===== src/rtl/irq_ctrl_pkg.sv =====
// Shared types and route-entry field layout for the interrupt controller.
// The IRQ_CTRL_EDGE_EN build option is consumed by irq_ctrl.sv, not here.
package irq_ctrl_pkg;

  typedef enum logic {
    IDLE  = 1'b0,
    GRANT = 1'b1
  } ack_state_e;

  localparam int         ENABLE_BIT   = 7;
  localparam int         MODE_BIT     = 6;
  localparam int         IDX_LSB      = 0;
  localparam int         IDX_W        = 4;
  localparam logic [7:0] VEC_SPURIOUS = 8'hFF;

  typedef struct packed {
    logic             en;
    logic             mode;
    logic [IDX_W-1:0] idx;
  } route_t;

  typedef struct packed {
    logic             en;
    logic [IDX_W-1:0] idx;
  } nmi_route_t;

endpackage


===== src/rtl/irq_prio_enc.sv =====
// Lowest-index-first priority encoder: reports whether any request is set
// and the index of the lowest one.
module irq_prio_enc #(
  parameter int N  = 6,
  parameter int IW = (N > 1) ? $clog2(N) : 1
) (
  input  logic [N-1:0]  req_i,
  output logic          found_o,
  output logic [IW-1:0] idx_o
);

  // Scan downwards so the lowest set index is the last assignment.
  always_comb begin
    found_o = 1'b0;
    idx_o   = '0;
    for (int i = N - 1; i >= 0; i--) begin
      if (req_i[i]) begin
        found_o = 1'b1;
        idx_o   = IW'(i);
      end
    end
  end

endmodule


===== src/rtl/irq_ctrl.sv =====
// Interrupt controller: routes tile INT/NMI requests onto CPU lines and delivers
// fixed-priority vectors in the CPU ack cycle. Define IRQ_CTRL_EDGE_EN for edge-mode sources.
module irq_ctrl
  import irq_ctrl_pkg::*;
#(
  parameter int         NUM_SLOTS       = 3,
  parameter int         NUM_TILE_INT_CH = 2,
  parameter int         NUM_CPU_INT     = 2,
  parameter int         NUM_CPU_NMI     = 1,
  parameter logic [7:0] CFG_BASE        = 8'hC0,
  localparam int        N               = NUM_SLOTS * NUM_TILE_INT_CH,
  localparam int        AW              = (NUM_CPU_INT > 1) ? $clog2(NUM_CPU_INT) : 1
) (
  input  logic                   clk,
  input  logic                   rst_n,
  input  logic                   cfg_we,
  input  logic [7:0]             cfg_addr,
  input  logic [7:0]             cfg_wdata,
  input  logic [N-1:0]           tile_int_req,
  input  logic [NUM_SLOTS-1:0]   tile_nmi_req,
  input  logic                   irq_vec_cycle,
  input  logic                   irq_ack,
  input  logic [AW-1:0]          ack_line,
  output logic [NUM_CPU_INT-1:0] cpu_int,
  output logic [NUM_CPU_NMI-1:0] cpu_nmi,
  output logic [NUM_SLOTS-1:0]   slot_ack,
  output logic                   vec_valid,
  output logic [7:0]             vec_data
);

  localparam int IW = (N > 1) ? $clog2(N) : 1;

  if (N > 254 || int'(CFG_BASE) + N + NUM_SLOTS > 255 || NUM_SLOTS < 1 || NUM_SLOTS > 8 ||
      NUM_TILE_INT_CH < 1 || NUM_CPU_INT < 1 || NUM_CPU_INT > 16 ||
      NUM_CPU_NMI < 1 || NUM_CPU_NMI > 16) begin : g_bad_params
    $error("irq_ctrl: illegal parameter combination");
  end

  route_t                 route_q     [N];
  nmi_route_t             nmi_route_q [NUM_SLOTS];
  logic [N-1:0]           req_q, pend, src_act, ack_cand;
  logic [NUM_SLOTS-1:0]   nmi_req_q, nmi_pend_q, nmi_pend_d;
  logic [NUM_CPU_INT-1:0] cpu_int_d;
  logic [NUM_CPU_NMI-1:0] cpu_nmi_d;

  logic [8:0]             cfg_off;
  logic                   cfg_in_win, nmi_clr_wr;
  logic [N-1:0]           route_wr;
  logic [NUM_SLOTS-1:0]   nmi_route_wr;
  route_t                 wr_route;
  nmi_route_t             wr_nmi_route;

  assign cfg_off    = {1'b0, cfg_addr} - {1'b0, CFG_BASE};
  assign cfg_in_win = cfg_we && (cfg_addr >= CFG_BASE);

  always_comb begin
    for (int i = 0; i < N; i++) route_wr[i] = cfg_in_win && (cfg_off == 9'(i));
    for (int s = 0; s < NUM_SLOTS; s++) nmi_route_wr[s] = cfg_in_win && (cfg_off == 9'(N + s));
    nmi_clr_wr = cfg_in_win && (cfg_off == 9'(N + NUM_SLOTS));
  end

  assign wr_route.en      = cfg_wdata[ENABLE_BIT];
`ifdef IRQ_CTRL_EDGE_EN
  assign wr_route.mode    = cfg_wdata[MODE_BIT];
`else
  assign wr_route.mode    = 1'b0;
`endif
  assign wr_route.idx     = cfg_wdata[IDX_LSB +: IDX_W];
  assign wr_nmi_route.en  = cfg_wdata[ENABLE_BIT];
  assign wr_nmi_route.idx = cfg_wdata[IDX_LSB +: IDX_W];

  // pend is only ever set for enabled edge sources, so it needs no mode qualifier here.
  always_comb begin
    cpu_int_d = '0;
    cpu_nmi_d = '0;
    for (int i = 0; i < N; i++) begin
      src_act[i]  = route_q[i].en & ((~route_q[i].mode & req_q[i]) | pend[i]);
      ack_cand[i] = src_act[i] & (route_q[i].idx == IDX_W'(ack_line));
      for (int k = 0; k < NUM_CPU_INT; k++)
        if (src_act[i] && route_q[i].idx == IDX_W'(k)) cpu_int_d[k] = 1'b1;
    end
    for (int s = 0; s < NUM_SLOTS; s++) begin
      nmi_pend_d[s] = (tile_nmi_req[s] & ~nmi_req_q[s]) |
                      (nmi_pend_q[s] & ~(nmi_clr_wr & cfg_wdata[s]));
      for (int j = 0; j < NUM_CPU_NMI; j++)
        if (nmi_route_q[s].en && nmi_pend_q[s] && nmi_route_q[s].idx == IDX_W'(j))
          cpu_nmi_d[j] = 1'b1;
    end
  end

  always_ff @(posedge clk) begin
    if (!rst_n) begin
      for (int i = 0; i < N; i++) route_q[i] <= '0;
      for (int s = 0; s < NUM_SLOTS; s++) nmi_route_q[s] <= '0;
      req_q      <= '0;
      nmi_req_q  <= '0;
      nmi_pend_q <= '0;
      cpu_int    <= '0;
      cpu_nmi    <= '0;
    end else begin
      for (int i = 0; i < N; i++) if (route_wr[i]) route_q[i] <= wr_route;
      for (int s = 0; s < NUM_SLOTS; s++) if (nmi_route_wr[s]) nmi_route_q[s] <= wr_nmi_route;
      req_q      <= tile_int_req;
      nmi_req_q  <= tile_nmi_req;
      nmi_pend_q <= nmi_pend_d;
      cpu_int    <= cpu_int_d;
      cpu_nmi    <= cpu_nmi_d;
    end
  end

  logic                 enc_found;
  logic [IW-1:0]        enc_idx;
  logic [NUM_SLOTS-1:0] enc_slot_oh;

  irq_prio_enc #(.N(N), .IW(IW)) u_prio_enc (
    .req_i   (ack_cand),
    .found_o (enc_found),
    .idx_o   (enc_idx)
  );

  always_comb begin
    for (int s = 0; s < NUM_SLOTS; s++)
      enc_slot_oh[s] = ((int'(enc_idx) / NUM_TILE_INT_CH) == s);
  end

  ack_state_e           state_q, state_d;
  logic                 ack_start, ack_done;
  logic                 win_found_q, win_found_d, vec_valid_d;
  logic [IW-1:0]        win_idx_q, win_idx_d;
  logic [NUM_SLOTS-1:0] slot_ack_d;
  logic [7:0]           vec_data_d;

  assign ack_start = (state_q == IDLE) && irq_vec_cycle && irq_ack;
  assign ack_done  = (state_q == GRANT) && !irq_vec_cycle;

  always_ff @(posedge clk) begin
    if (!rst_n) begin
      state_q     <= IDLE;
      win_found_q <= 1'b0;
      win_idx_q   <= '0;
      vec_valid   <= 1'b0;
      slot_ack    <= '0;
      vec_data    <= '0;
    end else begin
      state_q     <= state_d;
      win_found_q <= win_found_d;
      win_idx_q   <= win_idx_d;
      vec_valid   <= vec_valid_d;
      slot_ack    <= slot_ack_d;
      vec_data    <= vec_data_d;
    end
  end

  always_comb begin
    state_d = state_q;
    case (state_q)
      IDLE:    if (ack_start) state_d = GRANT;
      GRANT:   if (ack_done)  state_d = IDLE;
      default: state_d = IDLE;
    endcase
  end

  // The winner is captured once on entry; later config writes cannot change it.
  always_comb begin
    win_found_d = win_found_q;
    win_idx_d   = win_idx_q;
    vec_valid_d = vec_valid;
    slot_ack_d  = slot_ack;
    vec_data_d  = vec_data;
    case (state_q)
      IDLE: if (ack_start) begin
        win_found_d = enc_found;
        win_idx_d   = enc_idx;
        vec_valid_d = 1'b1;
        vec_data_d  = enc_found ? 8'(enc_idx) : VEC_SPURIOUS;
        slot_ack_d  = enc_found ? enc_slot_oh : '0;
      end
      GRANT: if (ack_done) begin
        win_found_d = 1'b0;
        vec_valid_d = 1'b0;
        vec_data_d  = '0;
        slot_ack_d  = '0;
      end
      default: ;
    endcase
  end

`ifdef IRQ_CTRL_EDGE_EN
  logic [N-1:0] pend_q, pend_d, pend_set, pend_clr;

  always_comb begin
    for (int i = 0; i < N; i++) begin
      pend_set[i] = tile_int_req[i] & ~req_q[i] & route_q[i].en & route_q[i].mode;
      pend_clr[i] = (route_wr[i] & ~(wr_route.en & wr_route.mode)) |
                    (ack_done & win_found_q & (win_idx_q == IW'(i)));
    end
    pend_d = pend_set | (pend_q & ~pend_clr);
  end

  always_ff @(posedge clk) begin
    if (!rst_n) pend_q <= '0;
    else        pend_q <= pend_d;
  end

  assign pend = pend_q;

  logic unused_ok;
  assign unused_ok = ^{cfg_wdata[5:4]};
`else
  assign pend = '0;

  logic unused_ok;
  assign unused_ok = ^{cfg_wdata[6:4], win_found_q, win_idx_q, ack_done};
`endif

endmodule


===== config.mk =====
export PLATFORM = sky130hd
export DESIGN_NAME = irq_ctrl
export DESIGN_NICKNAME = d
export VERILOG_FILES = /design/src/rtl/irq_ctrl_pkg.sv /design/src/rtl/irq_prio_enc.sv /design/src/rtl/irq_ctrl.sv
export SDC_FILE = /design/constraint.sdc
export NUM_CORES = 1
export LEC_CHECK = 0
export CAP_MARGIN = 10
export CORE_MARGIN = 10
export CORE_UTILIZATION = 30
export DETAILED_ROUTE_END_ITERATION = 8
export SLEW_MARGIN = 20
export SYNTH_ARGS = -nofsm -noshare
export SYNTH_HDL_FRONTEND = slang
export SYNTH_SLANG_ARGS = --single-unit
export TNS_END_PERCENT = 10

===== constraint.sdc =====
create_clock -name clk -period 5.4 [get_ports clk]
set_clock_uncertainty 0.2 [all_clocks]
set_input_delay 0.54 -clock clk [delete_from_list [all_inputs] [get_ports clk]]
set_output_delay 0.54 -clock clk [all_outputs]
set_load 0.03 [all_outputs]

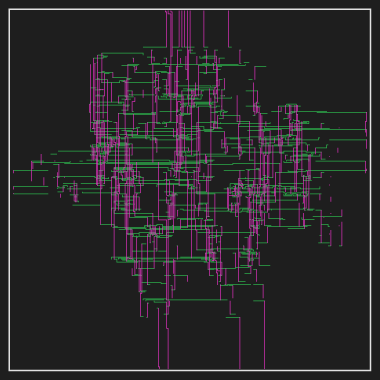
wires.png
Scale: 3 px per µm. Only two layers are drawn.
metal 2 -> magenta  # wire length 2960 µm
metal 1 -> green  # wire length 2890 µm

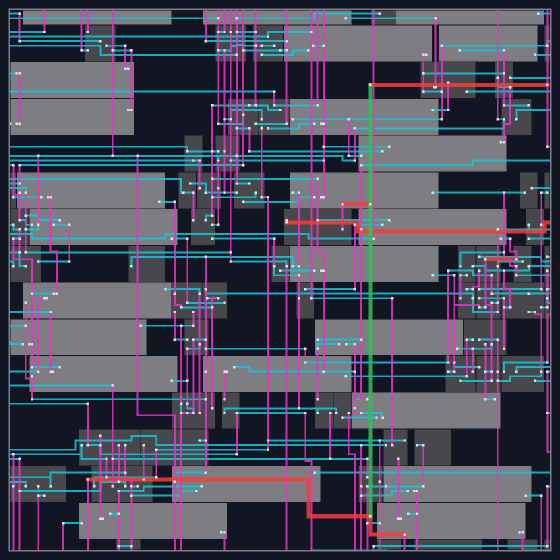
detail.png
Region (40, 40) to (80, 80) µm. Cells in grey, sequential cells in the stronger grey; small squares are vias.
metal 2 -> magenta
metal 4 -> green
metal 3 -> red
metal 1 -> cyan
most frequent = edfxtp_1 (20), nor4_1 (8), nor2_1 (8)
cells with their middle in the window = 67
sequential cells in the window = 21
netlist names of flops here include = route_q (18), nmi_route_q (2)

==> qor.csv <==
metric,value,unit
Die Span Y,120,µm
number of nets in the layout,328,
CTS tree,done,
Starting DRT DRC Count,139,
"top cells, area","edfxtp_1, dfxtp_1, nor4_2",
simple share,25.0,%
top power group,registers,
MUX area fraction,1.04,%
Hold Crit Start,slot_ack[1],
ANT cells,0,
Clk Tree Root Cell,clkbuf_8,
placed insts,419,
Max Cap Viol,0,
Die X,120,µm
clk ins delay skew pair,340,ps
Switching Fraction,23.9,%
Worst Reg2Reg Path Length in Cells,6,
Seq pwr share,54.1,%
Top cells excl fill/tap,"edfxtp_1, clkdlybuf4s50_1, dfxtp_1",
Clk pwr share,36.9,%
vias in the first global route,2049,
CP max FO,13,
drc violations,0,
yosys synthesis chip area,3000,µm²
Final Critical Period,2830,ps
RR Endpoint,slot_ack[2],
Clk. pwr,409,µW
Fmax,353,MHz
complex-gate fraction of the synthesized area,8.18,%
switching power total,265,µW
routed len/inst,14.5,µm
CP endpoint kind,flip-flop,
"XOR Share, Synth",0.292,%
Power Dens Cells,299,nW/µm²
Synth top cells by count,"edfxtp_1, dfxtp_1, nor3_1",
hpwl dp,4640,µm
flip-flops with a built-in enable,45,
final cell count without fillers,435,
critical path required time,5170,ps
synthesized area per cell,11.7,µm²
Post-Syn Instances,257,
comb area leader,simple AND/OR/NAND/NOR gates,
PostCTS Resize Cnt,0,
DP Area,3510,µm²
Crit Path Class,in2reg,
H-tree level count,3,
Floorplan Nets,288,
Vias,2039,
io pins,46,
r2r setup slk,3500,ps
Slew @ Worst Pin,754,ps
sequential power,599,µW
final wirelength,6300,µm
antenna-violating nets left,0,
Worst Setup Start Kind,input pin,
Slew Limit Fails,0,
Worst Hold End,slot_ack[1],
async set-reset flop share out of synthesis,0,%
#FFs+latches synth,69,
RSZ-0062 raised after global routing,no,
fillers,963,
status,finished clean,
setup violators final,0,
Routability Congestion,0.786,
CTS Buf Count,9,
[final cells by class]
| type | instances | area [µm²] | share of cell area [%] |
|---|---|---|---|
| Clock inverter | 6 | 63.8 | 1.72 |
| Multi-Input combinational cell | 162 | 1030 | 27.9 |
| Clock buffer | 10 | 128 | 3.45 |
| Inverter | 11 | 41.3 | 1.12 |
| Tap cell | 133 | 166 | 4.50 |
| Sequential cell | 69 | 1830 | 49.5 |
| Timing Repair Buffer | 44 | 435 | 11.8 |
[registers in the layout, summed over array words and instances, names as in the netlist]
| register | count |
|---|---|
| state_q | 1 |
| slot_ack | 3 |
| vec_valid | 1 |
| route_q | 30 |
| vec_data | 4 |
| nmi_route_q | 15 |
| cpu_nmi | 1 |
| req_q | 6 |
| nmi_req_q | 3 |
| cpu_int | 2 |
| nmi_pend_q | 3 |
[routing by layer]
| metal | vias up | routed length (µm) | global-route usage, % |
|---|---|---|---|
| met5 | - | 0 | 0 |
| met4 | 0 | 67 | 3.62 |
| met3 | 5 | 382 | 4.08 |
| met2 | 40 | 2960 | 14.0 |
| met1 | 961 | 2890 | 10.6 |
| li1 | 1033 | - | - |
[metrics by stage]
step / hold slack (ps) / util, % / worst slack, ps
after CTS: 259 / 37.9 / 2580
after global placement: 246 / 35.9 / 2260
after floorplan: 255 / - / 3040
final: 256 / 37.9 / 2570
after global routing: 275 / 37.9 / 2470
after detailed placement: 249 / 35.9 / 2240
[worst max-delay path, cell delays in order]
cell	delay [ps]
clkdlybuf4s50_1	670
inv_2	110
or4b_4	680
o21ai_0	580
[how the worst max path moves through the flow]
stage,end,slack (ps),depth (start not counted)
detailed placement,route_q[5][4],2240,4
floorplan,route_q[2][0],3040,6
global route,route_q[5][3],2470,4
global placement,route_q[5][0],2260,4
finish,route_q[5][2],2570,4
CTS,route_q[5][2],2580,4
Power is estimated from default activity; no workload was simulated.
